Figure 1. Cells coloured by class.
Scale bar: 20 um.
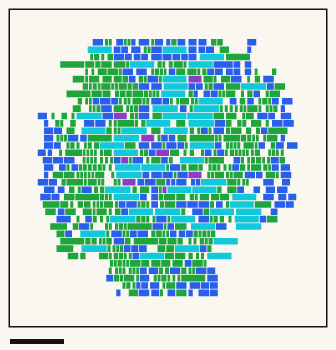
Figure 2. Gate-type map.
Scale bar: 20 um.
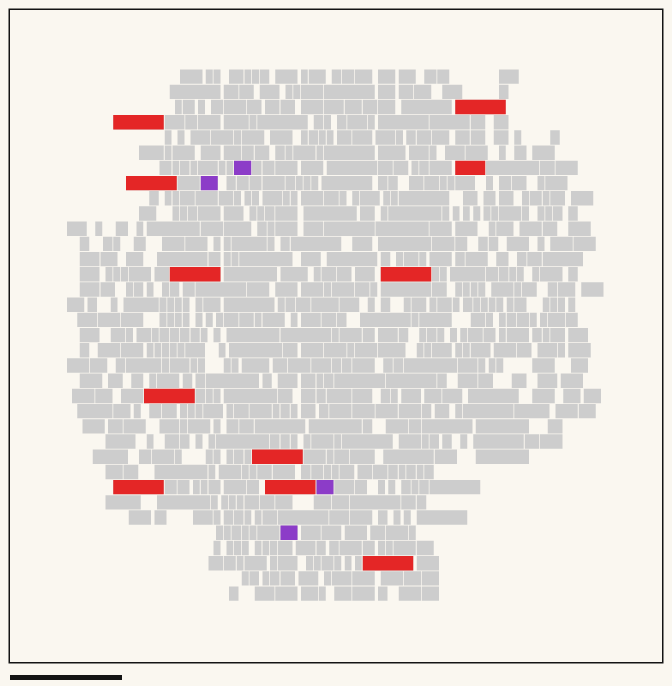
Figure 3. Hierarchy map.
Scale bar: 20 um. Other cells in grey.
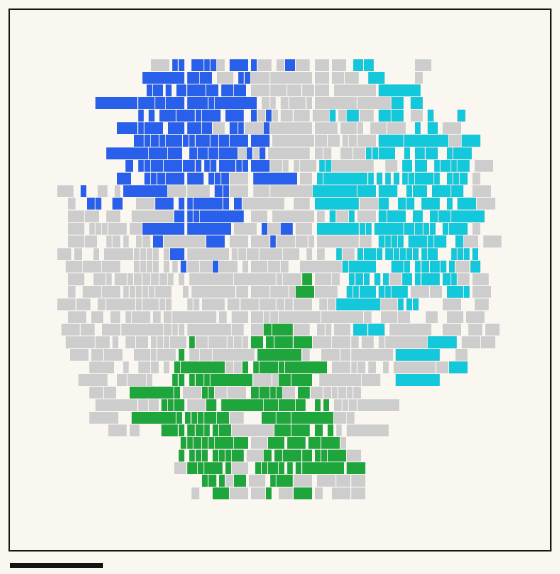
Figure 4. Congestion heat map.
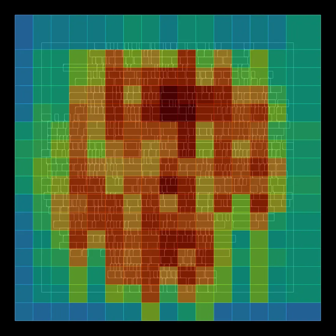
`src/rtl/sw_time_pkg.sv`:
```
// Shared field widths, default terminal values and the time-of-day record
// used by the stopwatch time counter and its field counters.
package sw_time_pkg;

   localparam int MS_W  = 7;
   localparam int SEC_W = 6;
   localparam int MIN_W = 6;
   localparam int HR_W  = 5;

   localparam int MS_MAX_DEF  = 99;
   localparam int SEC_MAX_DEF = 59;
   localparam int MIN_MAX_DEF = 59;
   localparam int HR_MAX_DEF  = 23;

   typedef struct packed {
      logic [HR_W-1:0]  hr;
      logic [MIN_W-1:0] min;
      logic [SEC_W-1:0] sec;
      logic [MS_W-1:0]  ms;
   } sw_time_t;

endpackage

```
`src/rtl/sw_mod_counter.sv`:
```
// One time field: a mod-(MAX+1) up/down counter that only moves on tick.
// Out-of-range values recover toward the range: up loads 0, down loads MAX.
module sw_mod_counter #(
   parameter int WIDTH = 7,
   parameter int MAX   = 99
) (
   input  logic             i_clk,
   input  logic             i_rstn,
   input  logic             i_clear,
   input  logic             i_tick,
   input  logic             i_up,
   input  logic             i_down,
   output logic [WIDTH-1:0] o_value,
   output logic             o_at_max,
   output logic             o_at_zero
);

   localparam logic [WIDTH-1:0] MAX_V = WIDTH'(MAX);

   logic [WIDTH-1:0] value;
   logic [WIDTH-1:0] value_nxt;

   // Next value: clear first, then a single-direction step on tick, else hold.
   always_comb begin
      value_nxt = value;
      if (i_clear) begin
         value_nxt = '0;
      end else if (i_tick && i_up && !i_down) begin
         value_nxt = (value >= MAX_V) ? '0 : value + WIDTH'(1);
      end else if (i_tick && i_down && !i_up) begin
         value_nxt = ((value == '0) || (value > MAX_V)) ? MAX_V : value - WIDTH'(1);
      end
   end

   // Field register.
   always_ff @(posedge i_clk or negedge i_rstn) begin
      if (!i_rstn) begin
         value <= '0;
      end else begin
         value <= value_nxt;
      end
   end

   assign o_value   = value;
   assign o_at_max  = (value == MAX_V);
   assign o_at_zero = (value == '0);

endmodule

```
`src/rtl/stopwatch_time_counter.sv`:
```
// Stopwatch time counter: four independent field counters plus lap capture,
// sticky hours overflow and synchronous clear. Cascading between fields is
// done by the caller gating each up request with the lower field's carry.
module stopwatch_time_counter
   import sw_time_pkg::*;
#(
   parameter int MS_MAX  = MS_MAX_DEF,
   parameter int SEC_MAX = SEC_MAX_DEF,
   parameter int MIN_MAX = MIN_MAX_DEF,
   parameter int HR_MAX  = HR_MAX_DEF
) (
   input  logic             i_clk,
   input  logic             i_rstn,
   input  logic             i_tick,
   input  logic             i_clear,
   input  logic             i_lap,
   input  logic             i_ms_up,
   input  logic             i_ms_down,
   input  logic             i_sec_up,
   input  logic             i_sec_down,
   input  logic             i_min_up,
   input  logic             i_min_down,
   input  logic             i_hr_up,
   input  logic             i_hr_down,
   output logic [MS_W-1:0]  o_ms,
   output logic [SEC_W-1:0] o_sec,
   output logic [MIN_W-1:0] o_min,
   output logic [HR_W-1:0]  o_hr,
   output logic             o_ms_carryup,
   output logic             o_sec_carryup,
   output logic             o_min_carryup,
   output logic             o_hr_carryup,
   output logic             o_ms_borrow,
   output logic             o_sec_borrow,
   output logic             o_min_borrow,
   output logic             o_hr_borrow,
   output logic [MS_W-1:0]  o_lap_ms,
   output logic [SEC_W-1:0] o_lap_sec,
   output logic [MIN_W-1:0] o_lap_min,
   output logic [HR_W-1:0]  o_lap_hr,
   output logic             o_lap_valid,
   output logic             o_overflow
);

   sw_time_t now;
   sw_time_t lap_q;
   logic     lap_valid_q;
   logic     overflow_q;
   logic     hr_wrap_up;

   sw_mod_counter #(.WIDTH(MS_W), .MAX(MS_MAX)) u_ms (
      .i_clk     (i_clk),
      .i_rstn    (i_rstn),
      .i_clear   (i_clear),
      .i_tick    (i_tick),
      .i_up      (i_ms_up),
      .i_down    (i_ms_down),
      .o_value   (now.ms),
      .o_at_max  (o_ms_carryup),
      .o_at_zero (o_ms_borrow)
   );

   sw_mod_counter #(.WIDTH(SEC_W), .MAX(SEC_MAX)) u_sec (
      .i_clk     (i_clk),
      .i_rstn    (i_rstn),
      .i_clear   (i_clear),
      .i_tick    (i_tick),
      .i_up      (i_sec_up),
      .i_down    (i_sec_down),
      .o_value   (now.sec),
      .o_at_max  (o_sec_carryup),
      .o_at_zero (o_sec_borrow)
   );

   sw_mod_counter #(.WIDTH(MIN_W), .MAX(MIN_MAX)) u_min (
      .i_clk     (i_clk),
      .i_rstn    (i_rstn),
      .i_clear   (i_clear),
      .i_tick    (i_tick),
      .i_up      (i_min_up),
      .i_down    (i_min_down),
      .o_value   (now.min),
      .o_at_max  (o_min_carryup),
      .o_at_zero (o_min_borrow)
   );

   sw_mod_counter #(.WIDTH(HR_W), .MAX(HR_MAX)) u_hr (
      .i_clk     (i_clk),
      .i_rstn    (i_rstn),
      .i_clear   (i_clear),
      .i_tick    (i_tick),
      .i_up      (i_hr_up),
      .i_down    (i_hr_down),
      .o_value   (now.hr),
      .o_at_max  (o_hr_carryup),
      .o_at_zero (o_hr_borrow)
   );

   // Hours steps up from its terminal value this cycle.
   assign hr_wrap_up = i_tick && i_hr_up && !i_hr_down && o_hr_carryup;

   // Lap capture and sticky overflow; clear overrides both.
   always_ff @(posedge i_clk or negedge i_rstn) begin
      if (!i_rstn) begin
         lap_q       <= '0;
         lap_valid_q <= 1'b0;
         overflow_q  <= 1'b0;
      end else if (i_clear) begin
         lap_q       <= '0;
         lap_valid_q <= 1'b0;
         overflow_q  <= 1'b0;
      end else begin
         if (i_lap) begin
            lap_q       <= now;
            lap_valid_q <= 1'b1;
         end
         if (hr_wrap_up) begin
            overflow_q <= 1'b1;
         end
      end
   end

   assign o_ms        = now.ms;
   assign o_sec       = now.sec;
   assign o_min       = now.min;
   assign o_hr        = now.hr;
   assign o_lap_ms    = lap_q.ms;
   assign o_lap_sec   = lap_q.sec;
   assign o_lap_min   = lap_q.min;
   assign o_lap_hr    = lap_q.hr;
   assign o_lap_valid = lap_valid_q;
   assign o_overflow  = overflow_q;

endmodule

```
`config.mk`:
```
export PLATFORM = sky130hd
export DESIGN_NAME = stopwatch_time_counter
export DESIGN_NICKNAME = d
export VERILOG_FILES = /design/src/rtl/sw_time_pkg.sv /design/src/rtl/sw_mod_counter.sv /design/src/rtl/stopwatch_time_counter.sv
export SDC_FILE = /design/constraint.sdc
export NUM_CORES = 1
export LEC_CHECK = 0
export ABC_AREA = 1
export CAP_MARGIN = 10
export CORE_MARGIN = 10
export CORE_UTILIZATION = 40
export DETAILED_ROUTE_END_ITERATION = 10
export GPL_TIMING_DRIVEN = 0
export PLACE_DENSITY = 0.76
export SKIP_LAST_GASP = 1
export SYNTH_ARGS = -nofsm -noshare
export SYNTH_HDL_FRONTEND = slang
export SYNTH_HIERARCHICAL = 1
export SYNTH_SLANG_ARGS = --single-unit
```
`constraint.sdc`:
```
create_clock -name i_clk -period 1.22 [get_ports i_clk]
set_input_delay 0.183 -clock i_clk [delete_from_list [all_inputs] [get_ports i_clk]]
set_output_delay 0.183 -clock i_clk [all_outputs]
set_load 0.005 [all_outputs]
```
==> flow_summary.json <==
{
  "final_cell_mix": "nand2_1, buf_4, buf_6",
  "ir_drop_mv": 0.8685,
  "relSlewSlack_pct": 55.11,
  "met1_usage_pct": 23.41,
  "grtUsageMet2_pct": 37.07,
  "layout.nonclk_buf_share_pct": 30.05,
  "most_common_cell": "nand2_1",
  "fmax_mhz": 626.6,
  "worst_slack_ps": -376.0,
  "ys_seq_share_pct": 33.49,
  "xor_area_share_pct": 0.9377,
  "crit_required_ps": 1470,
  "overflow": 0,
  "fin_setup_tns_ps": -9079,
  "finalSetupViolCount": 43,
  "met2_length_mm": 8.014,
  "drive_gt1_share_pct": 49.52,
  "synthFlopType": "dfrtp_1",
  "failed_checks": "negative setup slack",
  "synthAdderAreaFrac_pct": 3.684,
  "drv_cap": 0,
  "postSynthCellCount": 528,
  "clock_tree_area_fraction_pct": 1.509,
  "cts_tree": "done",
  "pwr-share-seq_pct": 27.8,
  "startpoint_type": "flip-flop",
  "period_used_pct": 130.8,
  "dp.cells": 709,
  "top_area_cell": "dfrtp_1",
  "top_layer": "met4",
  "path_cells": "buf_4 -> buf_6 -> nand2_4 -> nand3_4 -> nand2_8 -> nand2_4 -> nand2_4 -> nand2_4 -> nor2_1 -> nand2_2 -> nand2_1",
  "worst_hold_slack_ps": 137.8,
  "worst-path-buf-inv": 2,
  "n_tap_cell": 111,
  "p_per_area_mw_per_mm2": 1166,
  "pwr-share-clk_pct": 14.5,
  "synth-async-reset-ratio_pct": 100.0,
  "min_path_type": "in -> reg",
  "worstMarginPinSlew_ps": 673.4,
  "drc": 0,
  "synth.distinct_cells": 28,
  "num_rows": 35,
  "cp_top_family": "simple AND/OR/NAND/NOR gates",
  "port_buffers": 69,
  "logic_gates": 393,
  "logic_family": "simple AND/OR/NAND/NOR gates",
  "gp_congestion": 0.9179,
  "cts.clk_slew.worst_paths_ps": 90,
  "m1WireLength_mm": 5.731,
  "cts_buffers": 5,
  "dieWidth_um": 116.6,
  "worst-r2r-setup-slack_ps": -380,
  "cts_max_level": 2,
  "power_leader": "combinational logic",
  "grt_pass1_vias": 4445,
  "status": "finished, violations left"
}
Back to the opening pictures, Figure 1:
Key: green = all other logic [cells 463, share of their area 47%]; purple = clock drivers and dummy loads [cells 8, share of their area 1.5%]; blue = other buffers and delay cells [cells 210, share of their area 31%]; cyan = flip-flops [cells 50, share of their area 21%]
final core utilization: 68.87%
Seq/total area: 20.23%
total core area: 0.009153 mm2
Design Area, Final: 0.006304 mm2

Back to the opening pictures, Figure 2:
Key: purple = XOR/XNOR gates [cells 4, most used xor2_1]; red = adder and majority cells [cells 11, most used ha_4]
combinational fraction of the cell area: 41.41%
Commonest Layout Cell: nand2_1
Layout Cells excl Fill: 842

Back to the opening pictures, Figure 3:
Key: green = `u_min` [cells 113, where bottom middle]; cyan = `u_ms` [cells 139]; blue = `u_sec` [cells 117]
die area: 0.01361 mm2

Back to the opening pictures, Figure 4:
GRT Total Usage: 20.54%
met3 usage: 4.058%

Power is estimated from default activity; no workload was simulated.
